==> images/io_fan.png <==
(2 px per um)
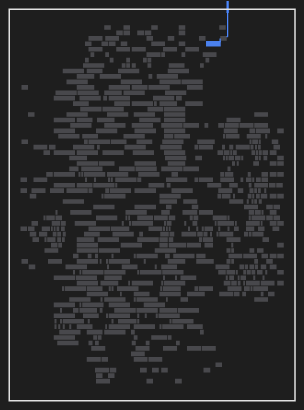
==> images/flops_by_reg.png <==
(1.5 px per um) Other sequential cells in the stronger grey, the rest of the logic in the fainter grey.
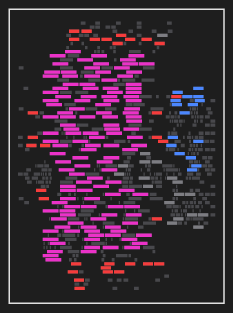
==> images/congestion.png <==
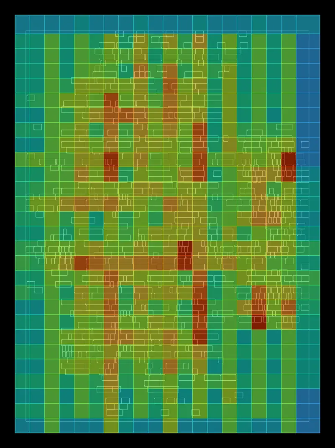
[src/rtl/instr_issue_encoder_pkg.sv]
// Shared definitions for the instruction issue encoder: op enum, core opcodes,
// instruction field layout and encode helpers.
package instr_issue_encoder_pkg;

    typedef enum logic [3:0] {
        OP_ADD = 4'd0,
        OP_SUB = 4'd1,
        OP_ABS = 4'd2,
        OP_NEG = 4'd3,
        OP_MAX = 4'd4,
        OP_MIN = 4'd5,
        OP_AVG = 4'd6,
        OP_NOT = 4'd7,
        OP_OR  = 4'd8,
        OP_AND = 4'd9,
        OP_XOR = 4'd10
    } op_e;

    localparam int unsigned OPC_W   = 6;
    localparam int unsigned REG_W   = 5;
    localparam int unsigned INSTR_W = 32;

    localparam int unsigned OPC_LSB  = 0;
    localparam int unsigned SRC1_LSB = 6;
    localparam int unsigned SRC2_LSB = 11;
    localparam int unsigned DST_LSB  = 16;
    localparam int unsigned PAR_BIT  = 31;

    localparam logic [OPC_W-1:0] OPC_ADD = 6'b000001;
    localparam logic [OPC_W-1:0] OPC_SUB = 6'b000110;
    localparam logic [OPC_W-1:0] OPC_ABS = 6'b001101;
    localparam logic [OPC_W-1:0] OPC_NEG = 6'b001000;
    localparam logic [OPC_W-1:0] OPC_MAX = 6'b000111;
    localparam logic [OPC_W-1:0] OPC_MIN = 6'b000100;
    localparam logic [OPC_W-1:0] OPC_AVG = 6'b001011;
    localparam logic [OPC_W-1:0] OPC_NOT = 6'b001111;
    localparam logic [OPC_W-1:0] OPC_OR  = 6'b000011;
    localparam logic [OPC_W-1:0] OPC_AND = 6'b000101;
    localparam logic [OPC_W-1:0] OPC_XOR = 6'b000010;

    localparam logic [INSTR_W-1:0] NOP_WORD = 32'h0000_0000;

    function automatic logic is_unary(input op_e op);
        return (op == OP_ABS) || (op == OP_NEG) || (op == OP_NOT);
    endfunction

    function automatic logic is_legal(input logic [3:0] op);
        return op <= 4'd10;
    endfunction

    // Opcode 0 is never produced for a legal op; it marks an invalid word.
    function automatic logic [OPC_W-1:0] opcode_of(input op_e op);
        case (op)
            OP_ADD:  return OPC_ADD;
            OP_SUB:  return OPC_SUB;
            OP_ABS:  return OPC_ABS;
            OP_NEG:  return OPC_NEG;
            OP_MAX:  return OPC_MAX;
            OP_MIN:  return OPC_MIN;
            OP_AVG:  return OPC_AVG;
            OP_NOT:  return OPC_NOT;
            OP_OR:   return OPC_OR;
            OP_AND:  return OPC_AND;
            OP_XOR:  return OPC_XOR;
            default: return '0;
        endcase
    endfunction

endpackage

[src/rtl/instr_issue_encoder_fifo.sv]
// Synchronous FIFO with occupancy count, synchronous reset and clear.
module instr_fifo #(
    parameter int unsigned DEPTH = 4,
    parameter int unsigned W     = 32
) (
    input  logic                         clk,
    input  logic                         rst,
    input  logic                         clear,
    input  logic                         push,
    input  logic [W-1:0]                 data_in,
    input  logic                         pop,
    output logic [W-1:0]                 data_out,
    output logic [$clog2(DEPTH+1)-1:0]   count,
    output logic                         empty
);
    localparam int unsigned AW = $clog2(DEPTH);
    localparam int unsigned CW = $clog2(DEPTH+1);

    logic [W-1:0]  mem [DEPTH];
    logic [AW-1:0] wr_ptr;
    logic [AW-1:0] rd_ptr;

    assign data_out = mem[rd_ptr];
    assign empty    = (count == '0);

    // Storage has no reset; validity is tracked by the pointers and count.
    always_ff @(posedge clk) begin
        if (push) begin
            mem[wr_ptr] <= data_in;
        end
    end

    // Power-of-two depth lets the pointers wrap naturally.
    always_ff @(posedge clk) begin
        if (rst || clear) begin
            wr_ptr <= '0;
            rd_ptr <= '0;
            count  <= '0;
        end else begin
            if (push) wr_ptr <= wr_ptr + AW'(1);
            if (pop)  rd_ptr <= rd_ptr + AW'(1);
            count <= count + CW'(push) - CW'(pop);
        end
    end

endmodule

[src/rtl/instr_issue_encoder.sv]
// Encodes symbolic op requests into 32-bit core instructions, queues and issues
// them with optional pacing. Optional: INSTR_PARITY_EN puts even parity in bit 31.
module instr_issue_encoder
    import instr_issue_encoder_pkg::*;
#(
    parameter int unsigned DEPTH     = 4,
    parameter int unsigned ISSUE_GAP = 0,
    parameter int unsigned CNT_W     = 16
) (
    input  logic                         clk,
    input  logic                         rst,
    input  logic                         req_valid,
    output logic                         req_ready,
    input  logic [3:0]                   req_op,
    input  logic [4:0]                   req_src1,
    input  logic [4:0]                   req_src2,
    input  logic [4:0]                   req_dst,
    input  logic                         issue_en,
    input  logic                         flush,
    output logic [31:0]                  instr,
    output logic                         instr_valid,
    output logic [$clog2(DEPTH+1)-1:0]   fifo_count,
    output logic [7:0]                   bad_op_cnt,
    output logic [CNT_W-1:0]             issued_cnt
);
    localparam int unsigned GAP_W = (ISSUE_GAP > 0) ? $clog2(ISSUE_GAP + 1) : 1;

    typedef enum logic [1:0] {S_IDLE, S_ISSUE, S_GAP} state_e;

    state_e             state, state_nxt;
    logic [GAP_W-1:0]   gap_cnt, gap_nxt;
    logic               pop_c;
    logic               accept_c;
    logic               push_c;
    logic               empty;
    logic [31:0]        word_c;
    logic [31:0]        head_word;
    op_e                op;

    assign op        = op_e'(req_op);
    assign req_ready = !rst && !flush && (fifo_count < ($clog2(DEPTH+1))'(DEPTH));
    assign accept_c  = req_valid && req_ready;
    assign push_c    = accept_c && is_legal(req_op);

    // Encode at enqueue so the FIFO holds finished words.
    always_comb begin
        word_c = NOP_WORD;
        word_c[OPC_LSB  +: OPC_W] = opcode_of(op);
        word_c[SRC1_LSB +: REG_W] = req_src1;
        word_c[SRC2_LSB +: REG_W] = is_unary(op) ? '0 : req_src2;
        word_c[DST_LSB  +: REG_W] = req_dst;
`ifdef INSTR_PARITY_EN
        word_c[PAR_BIT] = ^word_c[PAR_BIT-1:0];
`endif
    end

    instr_fifo #(
        .DEPTH (DEPTH),
        .W     (32)
    ) u_fifo (
        .clk      (clk),
        .rst      (rst),
        .clear    (flush),
        .push     (push_c),
        .data_in  (word_c),
        .pop      (pop_c),
        .data_out (head_word),
        .count    (fifo_count),
        .empty    (empty)
    );

    always_ff @(posedge clk) begin
        if (rst) begin
            state <= S_IDLE;
            gap_cnt <= '0;
        end else begin
            state <= state_nxt;
            gap_cnt <= gap_nxt;
        end
    end

    // Pop is decided in the same cycle the queue becomes eligible, so a word
    // accepted at one edge can be issued at the next.
    always_comb begin
        state_nxt = state;
        gap_nxt   = gap_cnt;
        pop_c     = 1'b0;
        if (flush) begin
            state_nxt = S_IDLE;
            gap_nxt   = '0;
        end else if (state == S_GAP) begin
            gap_nxt = gap_cnt - GAP_W'(1);
            if (gap_cnt <= GAP_W'(1)) begin
                state_nxt = S_IDLE;
            end
        end else if (!empty && issue_en) begin
            pop_c     = 1'b1;
            state_nxt = (ISSUE_GAP > 0) ? S_GAP : S_ISSUE;
            gap_nxt   = GAP_W'(ISSUE_GAP);
        end else begin
            state_nxt = S_IDLE;
        end
    end

    always_ff @(posedge clk) begin
        if (rst) begin
            instr       <= NOP_WORD;
            instr_valid <= 1'b0;
            issued_cnt  <= '0;
            bad_op_cnt  <= '0;
        end else begin
            instr       <= pop_c ? head_word : NOP_WORD;
            instr_valid <= pop_c;
            issued_cnt  <= issued_cnt + CNT_W'(pop_c);
            if (accept_c && !is_legal(req_op) && (bad_op_cnt != 8'hFF)) begin
                bad_op_cnt <= bad_op_cnt + 8'd1;
            end
        end
    end

endmodule

[config.mk]
export PLATFORM = sky130hd
export DESIGN_NAME = instr_issue_encoder
export DESIGN_NICKNAME = d
export VERILOG_FILES = /design/src/rtl/instr_issue_encoder_pkg.sv /design/src/rtl/instr_issue_encoder_fifo.sv /design/src/rtl/instr_issue_encoder.sv
export SDC_FILE = /design/constraint.sdc
export NUM_CORES = 1
export LEC_CHECK = 0
export CORE_ASPECT_RATIO = 1.4
export CORE_MARGIN = 5
export CORE_UTILIZATION = 30
export DETAILED_ROUTE_END_ITERATION = 6
export MAX_ROUTING_LAYER = met4
export PLACE_DENSITY = 0.56
export SKIP_CTS_REPAIR_TIMING = 1
export SLEW_MARGIN = 10
export SYNTH_ARGS = -nofsm -noshare
export SYNTH_HDL_FRONTEND = slang
export SYNTH_HIERARCHICAL = 1
export SYNTH_SLANG_ARGS = --single-unit
[constraint.sdc]
create_clock -name clk -period 6.9 [get_ports clk]
set_clock_uncertainty 0.2 [all_clocks]
set_input_delay 1.035 -clock clk [delete_from_list [all_inputs] [get_ports clk]]
set_output_delay 1.035 -clock clk [all_outputs]
set_load 0.02 [all_outputs]
==> results.yml <==
# generated from flow reports
run_status:
  status: "completed"
critical_path:
  cp.arrival_ns: 3.04
  crit_slowest_cell: "clkdlybuf4s50_1"
  critPathBufInv: 2
  crit_family: "buffers and inverters"
  critPathLaunchType: "input pin"
  worst_setup_path_end_kind: "output port"
  critPathRequiredTime_ns: 5.66
  critical_path_class: "input pin to output port"
layout:
  top_register: "u_fifo/mem"
  largestClassByArea: "registers"
  inverters: 19
  final_area_sq_um: 9260
  fin_nets: 619
  layout_top_cells: "128 x edfxtp_1, 84 x clkdlybuf4s50_1, 64 x dfxtp_1, 52 x conb_1, 35 x and3_1"
  insertedDiodeCount: 0
  clock_buffers: 24
  clk_share_pct: 6.54
  largest_register_ffs: 128
  nFillCells: 2215
synth:
  avgSynthCellArea_sq_um: 16.6
  yosys-top-cells-count: "128 x edfxtp_1, 66 x dfxtp_1, 35 x and3_1"
  yosys_warnings: 6
  ys_sh_mux_pct: 10.5
  netlist_area_sq_um: 7340
  ys_types: 48
  yosysTopAreaCellShare_pct: 52.4
  topCellsByArea: "edfxtp_1 52%, dfxtp_1 18%, mux4_2 9.2%, and3_1 3.0%, ha_1 2.6%"
  synth_flops: 194
  top_cell: "edfxtp_1"
  yosys.area.top_type: "edfxtp_1"
  xor_share_pct: 2.11
  synth_seq_share_pct: 70.4
power:
  pwr-share-comb_pct: 2.7
  ir_drop_v: 0.000161
  p_sw_uw: 461
  power_mw: 2.29
  power-per-cell-area_nw_per_um2: 248
  p_leak_nw: 3.23
  clockPowerShare_pct: 42.9
  p_comb_uw: 62.2
placement:
  dp_hpwl_mm: 9.39
  post-place-ws_ns: 2.62
  portBuffers: 84
die:
  coreArea_sq_um: 24100
  die_h_um: 195
  chipWidth_um: 142
  die_area_sq_um: 27700
  num_rows: 67
run:
  cap_violations: 0
  tool_warnings: 34
clock_network:
  cts_max_level: 4
  numClockSinks: 194
  cts_buffer_depth: 2
  clk_pin_slew_ns: 0.07
  cts_made_buffers: 17
  clkLatencyLatePin_ns: 0.43
  cts-root-buf: "clkbuf_16"
sta:
  rsz0062_at_grt: "false"
  tightest_slew_ns: 1.08
  drv_slew: 0
  finalHoldViolations: 0
global_routing:
  antenna_found_initial: 0
  track_usage_pct: 11.3
drt:
  first_pass_iters: 4
  vias_per_cell: 4.48
  drt_wl_total_mm: 14.7
min_path:
  hold_path_class: "flop to flop"
Back to the opening pictures, io_fan.png:
legend:
  blue:
    port: `instr_valid`
    direction: output
    edge: top
    end_cells: 1
    wire: 15.2 um

Back to the opening pictures, flops_by_reg.png:
legend:
  red:
    name_in_the_netlist: `instr`
    flops: 32
  blue:
    name_in_the_netlist: `issued_cnt`
    flops: 16
  magenta:
    name_in_the_netlist: `u_fifo/mem`
    flops: 128
not coloured: 18
fin util: 38.5%
seq pwr: 1.25 mW
Seq/total area: 55.8%

Back to the opening pictures, congestion.png:
grt met2 use: 18.5%
DR WL/cell: 16.3 um

==> path summary, 6_finish.rpt <==
kind | from | end | cells after the start | slack (ns)
max | rst | req_ready | 3 | 2.62
min | u_fifo/rd_ptr[1]$_SDFFE_PP0P_ | flop | 2 | 0.34
max reg2reg | u_fifo/count[2]$_SDFF_PP0_ | issued_cnt[14]$_SDFF_PP0_ | 9 | 4.21
min reg2reg | u_fifo/rd_ptr[1]$_SDFFE_PP0P_ | flop | 2 | 0.34
==> per-layer routing <==
layer,track usage (%),share of wire [%],vias up
met2,18.5,52,98
met3,2.47,4.8,15
met4,4.09,1.4,0
met1,13.8,42,2035
li1,-,-,1889
met5,-,0,-
Power and IR drop assume default switching activity.
